$ cat src/rtl/serbuf_pkg.sv
// Shared types and constants for the serial operand buffer.
// Build option: define SERIAL_BUF_RESULT_CAPTURE_EN to capture ALU results and drain them.
package serbuf_pkg;

    // Buffer sequencing states; the DRAIN states are only reachable when capture is enabled.
    typedef enum logic [2:0] {
        ST_IDLE     = 3'd0,
        ST_LOAD_HI  = 3'd1,
        ST_SHIFT    = 3'd2,
        ST_DRAIN_LO = 3'd3,
        ST_DRAIN_HI = 3'd4
    } state_e;

    // ALU steps needed to stream a one-byte or two-byte operand (default 8-bit bytes, 2 bits per step).
    localparam int unsigned STEPS_BYTE = 4;
    localparam int unsigned STEPS_PAIR = 8;

    // Step counter width; holds STEPS_PAIR plus headroom for the overrun check.
    localparam int unsigned CNT_W = 4;

endpackage

$ cat src/rtl/serbuf_shreg.sv
// Operand/result shift register: byte loads, right shift by NSHIFT with top insertion.
// Insertion lands at the top of the active width (one byte or two bytes, chosen by i_pair).
// Build option SERIAL_BUF_RESULT_CAPTURE_EN is resolved by the parent, which supplies i_ins.
module serbuf_shreg
#(
    parameter int unsigned REG_BITS = 8,
    parameter int unsigned NSHIFT   = 2
)
(
    input  logic                  clk,
    input  logic                  rst_n,
    input  logic                  i_load_lo,
    input  logic                  i_load_hi,
    input  logic                  i_shift,
    input  logic                  i_pair,
    input  logic [REG_BITS-1:0]   i_data,
    input  logic [NSHIFT-1:0]     i_ins,
    output logic [2*REG_BITS-1:0] o_sreg
);
    import serbuf_pkg::*;

    logic [2*REG_BITS-1:0] r_sreg;
    logic [2*REG_BITS-1:0] w_shifted;

    // Next shifted value: the high byte is left alone for one-byte operands.
    always_comb begin
        w_shifted = r_sreg;
        if (i_pair) begin
            w_shifted = {i_ins, r_sreg[2*REG_BITS-1:NSHIFT]};
        end else begin
            w_shifted[REG_BITS-1:0] = {i_ins, r_sreg[REG_BITS-1:NSHIFT]};
        end
    end

    // Register update: byte loads from the bus, or one shift step from the ALU.
    always_ff @(posedge clk) begin
        // NOTE: state registers use non-blocking assignment so every flop samples pre-edge values.
        if (!rst_n) begin
            r_sreg <= '0;
        end else if (i_load_lo) begin
            r_sreg[REG_BITS-1:0] <= i_data;
        end else if (i_load_hi) begin
            r_sreg[2*REG_BITS-1:REG_BITS] <= i_data;
        end else if (i_shift) begin
            r_sreg <= w_shifted;
        end
    end

    assign o_sreg = r_sreg;

endmodule

$ cat src/rtl/serial_operand_buffer.sv
// Serial operand buffer: loads a 1- or 2-byte operand, streams it to a bit-serial ALU
// NSHIFT bits per active cycle, and checks that the ALU finishes on the right step.
// Build option SERIAL_BUF_RESULT_CAPTURE_EN: when defined, ALU result bits are shifted
// back in and drained as bytes; when undefined, results are discarded and the buffer
// returns to IDLE as soon as the ALU signals completion.
module serial_operand_buffer
#(
    parameter int unsigned REG_BITS = 8,
    parameter int unsigned NSHIFT   = 2
)
(
    input  logic                clk,
    input  logic                rst_n,
    input  logic                in_valid,
    output logic                in_ready,
    input  logic [REG_BITS-1:0] in_data,
    input  logic                in_pair,
    output logic                operand_ready,
    input  logic                alu_active,
    input  logic                alu_op_done,
    output logic [NSHIFT-1:0]   data_in,
    input  logic [NSHIFT-1:0]   data_out,
    output logic                out_valid,
    input  logic                out_ready,
    output logic [REG_BITS-1:0] out_data,
    output logic                err
);
    import serbuf_pkg::*;

    localparam logic [CNT_W-1:0] STEPS_B = CNT_W'(STEPS_BYTE);
    localparam logic [CNT_W-1:0] STEPS_P = CNT_W'(STEPS_PAIR);

    state_e                r_state;
    state_e                w_state_next;
    logic [CNT_W-1:0]      r_cnt;
    logic                  r_pair;
    logic                  r_err;

    logic [2*REG_BITS-1:0] w_sreg;
    logic [CNT_W-1:0]      w_steps;
    logic                  w_steps_left;
    logic                  w_load_lo;
    logic                  w_load_hi;
    logic                  w_shift;
    logic                  w_err_set;
    logic                  w_in_ready;
    logic                  w_operand_ready;
    logic                  w_out_valid;
    logic [REG_BITS-1:0]   w_out_data;
    logic [NSHIFT-1:0]     w_ins;
    logic [NSHIFT-1:0]     w_data_in;

    assign w_steps      = r_pair ? STEPS_P : STEPS_B;
    assign w_steps_left = (r_cnt < w_steps);

`ifdef SERIAL_BUF_RESULT_CAPTURE_EN
    assign w_ins = data_out;
`else
    // Results are not kept, so the vacated top bits fill with zeros.
    assign w_ins = '0;
    logic w_unused;
    assign w_unused = ^{data_out, out_ready, w_sreg[2*REG_BITS-1:NSHIFT]};
`endif

    serbuf_shreg #(
        .REG_BITS (REG_BITS),
        .NSHIFT   (NSHIFT)
    ) u_shreg (
        .clk       (clk),
        .rst_n     (rst_n),
        .i_load_lo (w_load_lo),
        .i_load_hi (w_load_hi),
        .i_shift   (w_shift),
        .i_pair    (r_pair),
        .i_data    (in_data),
        .i_ins     (w_ins),
        .o_sreg    (w_sreg)
    );

    // Next-state and per-state control; everything defaults to idle/inactive.
    always_comb begin
        // NOTE: every signal gets a default before the case so no path infers a latch.
        w_state_next    = r_state;
        w_load_lo       = 1'b0;
        w_load_hi       = 1'b0;
        w_shift         = 1'b0;
        w_err_set       = 1'b0;
        w_in_ready      = 1'b0;
        w_operand_ready = 1'b0;
        w_out_valid     = 1'b0;
        w_out_data      = '0;

        case (r_state)
            ST_IDLE: begin
                w_in_ready = 1'b1;
                if (in_valid) begin
                    w_load_lo    = 1'b1;
                    w_state_next = in_pair ? ST_LOAD_HI : ST_SHIFT;
                end
            end
            ST_LOAD_HI: begin
                w_in_ready = 1'b1;
                if (in_valid) begin
                    w_load_hi    = 1'b1;
                    w_state_next = ST_SHIFT;
                end
            end
            ST_SHIFT: begin
                w_operand_ready = 1'b1;
                if (alu_active) begin
                    // Once all operand bits are out, the register freezes.
                    w_shift = w_steps_left;
                    if (alu_op_done) begin
                        w_err_set = ((r_cnt + CNT_W'(1)) != w_steps);
`ifdef SERIAL_BUF_RESULT_CAPTURE_EN
                        w_state_next = ST_DRAIN_LO;
`else
                        w_state_next = ST_IDLE;
`endif
                    end
                end
            end
`ifdef SERIAL_BUF_RESULT_CAPTURE_EN
            ST_DRAIN_LO: begin
                w_out_valid = 1'b1;
                w_out_data  = w_sreg[REG_BITS-1:0];
                if (out_ready) begin
                    w_state_next = r_pair ? ST_DRAIN_HI : ST_IDLE;
                end
            end
            ST_DRAIN_HI: begin
                w_out_valid = 1'b1;
                w_out_data  = w_sreg[2*REG_BITS-1:REG_BITS];
                if (out_ready) begin
                    w_state_next = ST_IDLE;
                end
            end
`endif
            default: begin
                w_state_next = ST_IDLE;
            end
        endcase
    end

    // State, step counter, operand size and sticky error flag.
    always_ff @(posedge clk) begin
        if (!rst_n) begin
            r_state <= ST_IDLE;
            r_cnt   <= '0;
            r_pair  <= 1'b0;
            r_err   <= 1'b0;
        end else begin
            r_state <= w_state_next;
            if (w_load_lo) begin
                r_pair <= in_pair;
                r_cnt  <= '0;
            end else if (w_shift) begin
                r_cnt <= r_cnt + CNT_W'(1);
            end
            if (w_err_set) begin
                r_err <= 1'b1;
            end
        end
    end

    // Operand bits only drive the ALU while there are steps left to deliver.
    assign w_data_in = ((r_state == ST_SHIFT) && w_steps_left) ? w_sreg[NSHIFT-1:0] : '0;

    assign in_ready      = w_in_ready;
    assign operand_ready = w_operand_ready;
    assign data_in       = w_data_in;
    assign out_valid     = w_out_valid;
    assign out_data      = w_out_data;
    assign err           = r_err;

endmodule

$ cat config.mk
export PLATFORM = sky130hd
export DESIGN_NAME = serial_operand_buffer
export DESIGN_NICKNAME = d
export VERILOG_FILES = /design/src/rtl/serbuf_pkg.sv /design/src/rtl/serbuf_shreg.sv /design/src/rtl/serial_operand_buffer.sv
export SDC_FILE = /design/constraint.sdc
export NUM_CORES = 1
export LEC_CHECK = 0
export CAP_MARGIN = 20
export CORE_UTILIZATION = 61
export DETAILED_ROUTE_END_ITERATION = 16
export DONT_BUFFER_PORTS = 1
export PLACE_DENSITY = 0.77
export RECOVER_POWER = 50
export SYNTH_ARGS = -nofsm -noshare
export SYNTH_HDL_FRONTEND = slang
export SYNTH_SLANG_ARGS = --single-unit
$ cat constraint.sdc
create_clock -name clk -period 1.7 [get_ports clk]
set_input_delay 0.34 -clock clk [delete_from_list [all_inputs] [get_ports clk]]
set_output_delay 0.34 -clock clk [all_outputs]
set_load 0.1 [all_outputs]
==> run_1/placed.png <==
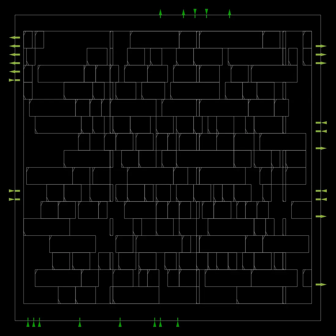
Seq area share: 34.0%
Core Region: 2000 sq um
registers: 24

==> run_1/pinout.png <==
The bar under the picture is 10 microns long. Pins as bars across the die edge, other pins in grey.
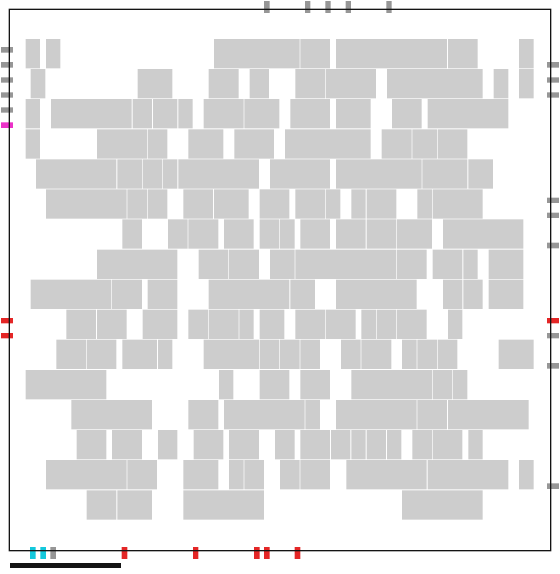
| colour | port | pins | direction | edge |
|---|---|---|---|---|
| magenta | clk | 1 | input | left |
| cyan | data_out | 2 | input | bottom |
| red | in_data | 8 | input | 5 bottom, 2 left, 1 right |
all pins by edge: 10 right, 8 left, 8 bottom, 5 top

==> run_1/util_map.png <==
10 x 10 tiles, from white (low) to dark blue (high), 0 to 100% covered.
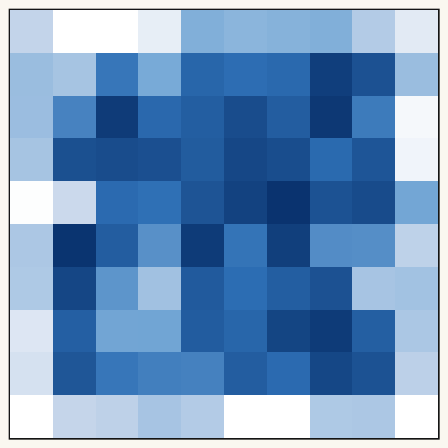
nearly empty tiles: 7.0%
tiles over 75% full: 45%
fullest tile: 99%
densest ninth of the die: middle
mean over tiles: 59%
fin util: 71.4%
fp util: 66.8%

==> results.txt, run 1 <==
flow finished, numbers: post-route minimum period a little under 2 ns, Comb area share 54.9%, antenna violations before repair 0, Logic inverters 3, CTS clock-pin slew for the worst setup and hold paths 0.13 ns, Finish-stage setup viols 2, Non-clock buffers, area share between 5 and 6%, Syn Inst Count between 150 and 200, ys cells 154, Critical Path Start r_pair$_SDFFE_PN0P_, Max FO, Critical Path 2, Yosys warning count 0, reg2reg end r_cnt[3]$_SDFFE_PP0P_, CP Cell Sequence inv_2 > ha_4 > o21a_4 > nor4_4 > and2_4, # IOs 31, VDD IR max around 0.00053 V, number of detailed-route iterations in the first pass 4, Max-Cap Viols 0, unrepaired setup endpoints after global routing true, vias in the first global route 1018, XOR-XNOR Cells, Area Fraction 0.655%, Gate Area roughly 800 sq um, crit path DRT around 1.4 ns, fill count 160, Layout area overhead 6.92%, Worst Skew between 0.002 and 0.003 ns, FFs w/ async S/R, synth 0%, Yosys cell types 45, H-tree lvl count 1, R2R Path Start r_pair$_SDFFE_PN0P_, YS chip area approximately 1300 sq um, Complex Gates by Area approximately 28%, CTS root buf clkbuf_4, status finished with violations, relative slew slack approximately 63%, MI comb cells around 110, fmax 517 MHz, final net count around 180, worst hold stages 1, count of inserted tapcells 27, Critical Path Sink data_in[1], Post-Syn Area between 1000 and 1500 sq um, hold buffers post-CTS 0, register area 487 sq um, Routed Antenna Nets 0, # diodes 0, first-pass GRT wire length ~4500 microns, Critical Path Max Stage Delay 0.38 ns, WL/cell roughly 15 microns, Die Area 2380 sq um, reg-to-reg slack, setup about 0.050 ns, area of placed instances 1370 sq um, Main logic family AND-OR/OR-AND gates, Late-Pin Clk Latency approximately 0.31 ns, Largest cell class multi-input combinational cells, Longest Clk Path Bufs 2, starting DRC count in detailed routing 34, hpwl dp between 1500 and 2000 microns, Buffers on Ports 0, FP Rows 16, largest net degree at the start of global routing 22, gr ovfl total 0, Log Warnings 33, CTS tree built, EDFF count, synth 0, fin. max-slew vios 0, clk sinks 24, worst hold path class in -> reg, failing checks setup timing, Final Instance Area 1430 sq um, crit path kind reg -> out, Top FF cell, synth dfxtp_1, crit start category flip-flop, DIE HEIGHT 48.8 microns, Post-Route WL around 2800 microns, actual slew at the worst max-slew pin between 0.5 and 0.6 ns, Clock-cell share under 10%, drc violations 0, Synth Area per Inst between 8 and 9 sq um, CP arrival approximately 1.6 ns, gp weighted congestion just under 0.8, post-CTS setup buffer count 0, Place WS -0.140 ns, leak pwr about 0.5 nW, Adder Share, Synth under 10%, Simple Share, Synth 22.0%, Vias/cell about 6.3, Synth flops 24, vias after detailed routing about 1100, cts bufs inserted 3, Worst setup EP type output pin, clock buf count 4, all-layer global routing usage 24.3%, share of cells above drive strength 1 roughly a fifth, DIE WIDTH approximately 49 microns, Hold Vio Cnt, Final 0, Final WS setup -0.236 ns, Synth mux share less than 1%, non-clock buffer count 10, sequential share of the synthesized area 35.9%, critical path's slowest cell and2_4, R2R cell count 6, Pwr Density between 800 and 900 nW/um^2, cycle use final 114%
run 1: what timing repair did:
action | CTS | global route
endpoints found under the setup margin | 3 | 3
cloned | 0 | 0
pin swaps | 3 | 0
resized | 6 | 1
hold endpoints to repair | 0 | 0
run 1: synthesized netlist by cell type (2+ instances only):
library cell  count  area share [%]
a21oi_1           4             1.5
o211ai_1          6             3.4
a32oi_1           4             2.6
dfxtp_1          24              36
nor2_1           10             2.8
ha_1              2             1.9
nor3_1            8             3.0
a21boi_0          8             4.5
buf_4            10             5.6
nand3_1           2            0.75
o21ai_0          13             4.9
a211oi_1         12             6.7
and2_1            2            0.94
inv_1             3            0.84
buf_2             4             1.5
nand2_1           7             2.0
buf_1             2            0.56
clkbuf_1          4             1.1
nor2b_1           3             1.4
run 1: critical path: cells and delay by family (launching register included):
kind | cells | cell delay (ns)
flip-flops | 1 | 0.36
AND-OR/OR-AND | 1 | 0.12
buffers and inverters | 1 | 0.04
AND/OR/NAND/NOR | 2 | 0.55
adder cells (fa/ha/maj) | 1 | 0.21
run 1: registers in the layout, indices dropped and copies added (netlist names):
name / cells
r_state: 2
u_shreg.o_sreg: 16
r_cnt: 4
r_pair: 1
err: 1
run 1: per-layer routing:
metal | GRT usage [%] | vias to the layer above | wire (microns)
li1 | - | 551 | -
met1 | 33.1 | 544 | 1280
met2 | 40.0 | 51 | 1270
met3 | 4.98 | 3 | 191
met4 | 4.41 | 0 | 15
met5 | 0 | - | 0
run 1: through the flow:
| step | util (%) | power [W] | cells | hold WS [ns] | setup TNS (ns) |
|---|---|---|---|---|---|
| 3_5_place_dp | 68.3 | 0.000911 | 178 | 0.464 | -0.290 |
| 6_report | 71.4 | 0.00121 | 182 | 0.121 | -0.472 |
| 5_1_grt | 71.4 | 0.00125 | 182 | 0.123 | -0.535 |
| 2_1_floorplan | - | 0.000900 | 162 | 0.474 | -0.473 |
| 4_1_cts | 71.4 | 0.00121 | 182 | 0.119 | -0.468 |
| 3_3_place_gp | 68.3 | 0.000904 | 178 | 0.461 | -0.208 |
run 1: cell usage in the layout (no fill, tap or decap), drive strengths merged, types with 2 or more instances in the layout:
master   n
a21oi    4
nand3    2
dfxtp   24
nand2    8
o21a     2
nor2    10
ha       2
clkbuf   6
nor3     8
a211oi  12
o21ai   13
nor2b    3
conb     9
and2     2
nor3b    2
a21boi   8
a32oi    4
buf      8
inv      2
o211ai   6
run 1: where the power goes:
group          switching (W)  internal [W]
sequential         0.0000260      0.000596
combinational       0.000211     0.0000730
clock               0.000175      0.000131
run 1: how the worst min path moves through the flow:
stage | startpoint | to
6_report | rst_n | r_state[1]$_SDFFE_PN0P_
5_1_grt | rst_n | r_state[1]$_SDFFE_PN0P_
3_3_place_gp | rst_n | r_state[1]$_SDFFE_PN0P_
4_1_cts | rst_n | r_state[1]$_SDFFE_PN0P_
2_1_floorplan | u_shreg.o_sreg[12]$_SDFFE_PN0P_ | u_shreg.o_sreg[12]$_SDFFE_PN0P_
3_5_place_dp | rst_n | r_state[1]$_SDFFE_PN0P_
==> run_1/sizing.png <==
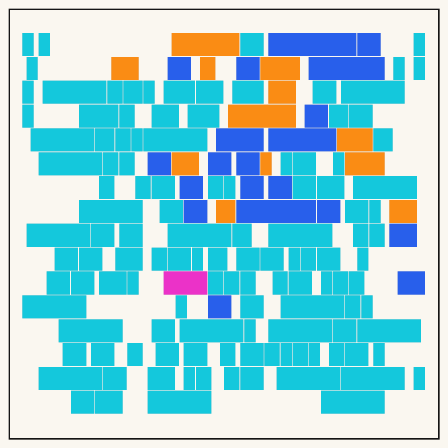

--- run 2 (diff from run 1) ---
- CELL_PAD_IN_SITES_DETAIL_PLACEMENT: default -> 1
- CELL_PAD_IN_SITES_GLOBAL_PLACEMENT: default -> 1
- CORE_UTILIZATION: 61 -> 45
- CTS_CLUSTER_SIZE: default -> 20
- PLACE_DENSITY: 0.77 -> default
- PLACE_DENSITY_LB_ADDON: default -> 0.1
==> run_2/sizing.png <==
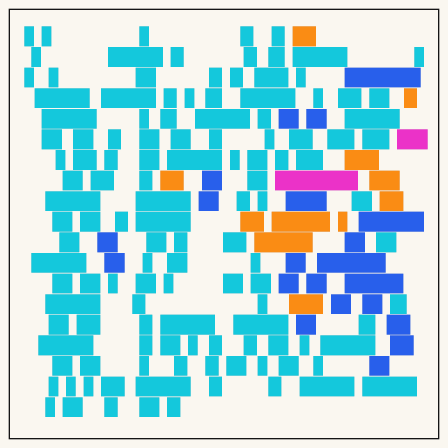
| colour | size | cells | share |
|---|---|---|---|
| cyan | x1 and smaller | 124 | 78% |
| blue | x3 and x4 | 21 | 13% |
| orange | x2 | 11 | 7.0% |
| magenta | x6 and larger | 2 | 1.3% |

==> run_2/pinout.png <==
The bar under the picture is 20 microns long. Pins as bars across the die edge, other pins in grey.
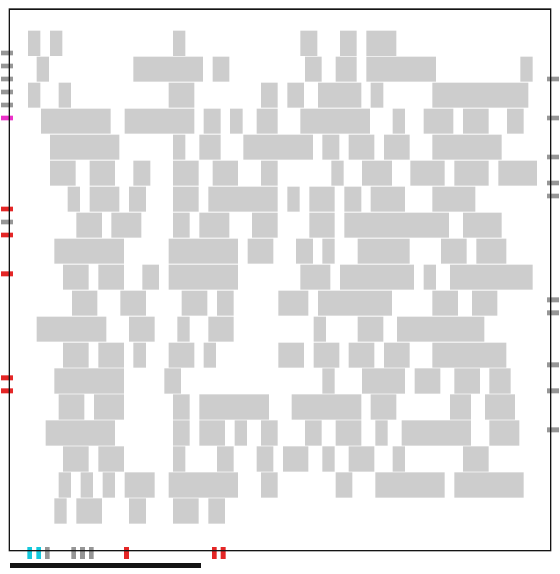
| colour | port | pins | direction | edge |
|---|---|---|---|---|
| cyan | data_out | 2 | input | bottom |
| magenta | clk | 1 | input | left |
| red | in_data | 8 | input | 5 left, 3 bottom |
all pins by edge: 12 left, 10 right, 9 bottom

==> run 2 against run 1 <==
Against the previous run:
- the run still ends with setup timing left
- combinational power is 4% higher
- core utilization shrank 19 points
- synthesized cell count unchanged
- first-iteration DRC count is 38% lower
- sequential power rose by 0.6%
- final cell count grew 3.8%
- critical path depth unchanged
- global-route usage is 1.6 points lower
- via count is 1.4% higher
- flip-flop count did not move
- largest power group unchanged
==> results.txt, run 2 <==
flow finished, numbers: relative slew slack between 60% and 70%, Top FF cell, synth dfxtp_1, drc violations 0, antenna violations before repair 0, max reg flops 16, worst hold stages 1, M1 WL roughly 1400 microns, most numerous logic cell after layout dfxtp_1, CTS root buf clkbuf_4, Post-Syn Area 1340 sq um, status finished with violations, Finish-stage setup viols 2, fin. max-slew vios 0, Critical Path Max Stage Delay between 0.3 and 0.4 ns, Yosys cell types 45, Worst Hold Slack ~0.13 ns, sequential share of the synthesized area between 30% and 40%, number of detailed-route iterations in the first pass 4, Final WS setup -0.209 ns, H-tree lvl count 1, cts bufs inserted 3, DIE HEIGHT ~57 microns, Worst Skew 0.0109 ns, R2R cell count 7, first-pass GRT wire length roughly 5600 microns, largest net degree at the start of global routing 22, FFs w/ async S/R, synth 0%, Layout area overhead 9.92%, VDD IR max 0.000790 V, hold buffers post-CTS 0, Buffers on Ports 0, Gate Area a little under 800 sq um, reg2reg end u_shreg.o_sreg[13]$_SDFFE_PN0P_, crit path DRT 1.36 ns, post-route minimum period between 1.5 and 2 ns, synth top area cells dfxtp_1 36%, a211oi_1 6.7%, buf_4 5.6%, Synth Area per Inst slightly below 9 sq um, DIE WIDTH approximately 57 microns, Syn Inst Count ~150, critical path's slowest cell and2_4, vias after detailed routing ~1200, CP arrival roughly 1.6 ns, most frequent cells in the layout 21 x dfxtp_1, 13 x o21ai_0, 12 x a211oi_1, Core Region ~2800 sq um, Cells after DPL ~180, DR top layer met4, unrepaired setup endpoints after global routing true, cycle use final 112%, all-layer global routing usage around 23%, share of cells above drive strength 1 21.5%, vias in the first global route about 1200, EDFF count, synth 0, failing checks setup timing, area of placed instances around 1400 sq um, Vias/cell approximately 6.2, R2R Path Start r_pair$_SDFFE_PN0P_, Die Area between 3000 and 4000 sq um, Routed Antenna Nets 0, Hold Vio Cnt, Final 0, met2 WL approximately 1700 microns, CTS clock-pin slew for the worst setup and hold paths around 0.13 ns, Max-Cap Viols 0, area fraction of the dominant cell type after synthesis between 30 and 40%, CTS tree built, leak pwr roughly 0.52 nW, power consumption approximately 0.0013 W, Final Instance Area about 1500 sq um, Critical Path Start r_pair$_SDFFE_PN0P_, Post-Route WL around 3400 microns, final net count ~180, WL met3 about 170 microns, worst hold path class in -> reg, reg-to-reg slack, setup 0.06 ns, WL/cell 17.7 microns, hpwl dp around 2400 microns, actual slew at the worst max-slew pin roughly 0.54 ns, crit path kind reg -> out, Hold Path Origin rst_n, register area 487 sq um, Late-Pin Clk Latency between 0.3 and 0.4 ns, fmax approximately 520 MHz, starting DRC count in detailed routing 21, gr ovfl total 0, crit path buf inv count 1, clk sinks 24, Place WS -0.112 ns, fp util between 40 and 50%, Longest Clk Path Bufs 2, CP Cell Sequence inv_2 > ha_4 > o21a_4 > nor4_4 > and2_4, crit start category flip-flop, Pwr Density ~910 nW/um^2, # diodes 0
==> run_2/closeup.png <==
Region (32, 32) to (52, 52) microns. Cells in grey, sequential cells in the stronger grey; small squares are vias.
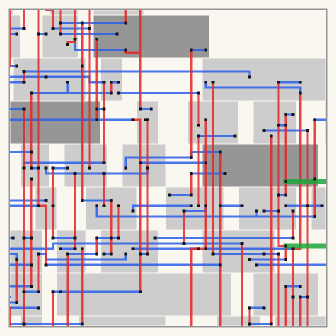
| colour | layer |
|---|---|
| red | M2 |
| green | M3 |
| blue | M1 |
cells with their middle in the window: 24
netlist names of flops here include: r_cnt (2), err (1)
most frequent: dfxtp_1 (3), nand2_1 (2), buf_4 (2)
sequential cells in the window: 3

run 2: per-stage QoR:
stage | setup TNS [ns] | utilization (%)
2_1_floorplan | -0.473 | -
6_report | -0.417 | 52.9
3_5_place_dp | -0.222 | 49.8
4_1_cts | -0.479 | 52.9
3_3_place_gp | -0.164 | 49.8
5_1_grt | -1.25 | 52.9
run 2: metal layers:
| layer | vias to the layer above | track usage, % |
|---|---|---|
| met1 | 572 | 27.6 |
| met2 | 28 | 40.0 |
| met3 | 4 | 5.76 |
| met5 | - | 0 |
| li1 | 561 | - |
| met4 | 0 | 5.57 |
run 2: final cells by class:
| type | instances | share of cell area [%] |
|---|---|---|
| inverter | 3 | 1.02 |
| clock inverter | 1 | 2.04 |
| tap | 31 | 2.64 |
| sequential | 24 | 33.1 |
| timing repair buffer | 13 | 6.47 |
| multi-input combinational | 114 | 53.2 |
| clock buffer | 3 | 1.53 |
run 2: cells by family after synthesis:
kind of cell	Yosys count	share of synthesized area [%]
buf+inv	24	10.5
xor+xnor	1	0.655
fa+ha+maj	2	1.87
simple gates	48	22.0
compound gates	53	28.0
mux	1	0.842
other cells	1	0.280
flops	24	35.9
run 2: power breakdown:
group | leakage [nW] | internal, W | total, W | switching (W)
Clock | 0.0279 | 0.000239 | 0.000417 | 0.000178
Sequential | 0.198 | 0.000596 | 0.000626 | 0.0000296
Combinational | 0.296 | 0.0000795 | 0.000296 | 0.000217
Total | 0.521 | 0.000914 | 0.00134 | 0.000424
run 2: timing repair:
| item | CTS | global route |
|---|---|---|
| setup endpoints to repair | 4 | 9 |
| pin swaps | 3 | 1 |
| resized | 6 | 3 |
| setup buffers | 1 | 0 |
run 2: worst max path at each step:
stage / cells after the start / to / slack, ns
detailed placement: 5 / data_in[1] / -0.11
finish: 5 / data_in[1] / -0.21
floorplan: 4 / data_in[0] / -0.19
CTS: 5 / data_in[1] / -0.24
global route: 5 / data_in[1] / -0.33
global placement: 5 / data_in[1] / -0.08
Power figures rest on the tool's default switching activity, not on a simulated workload.
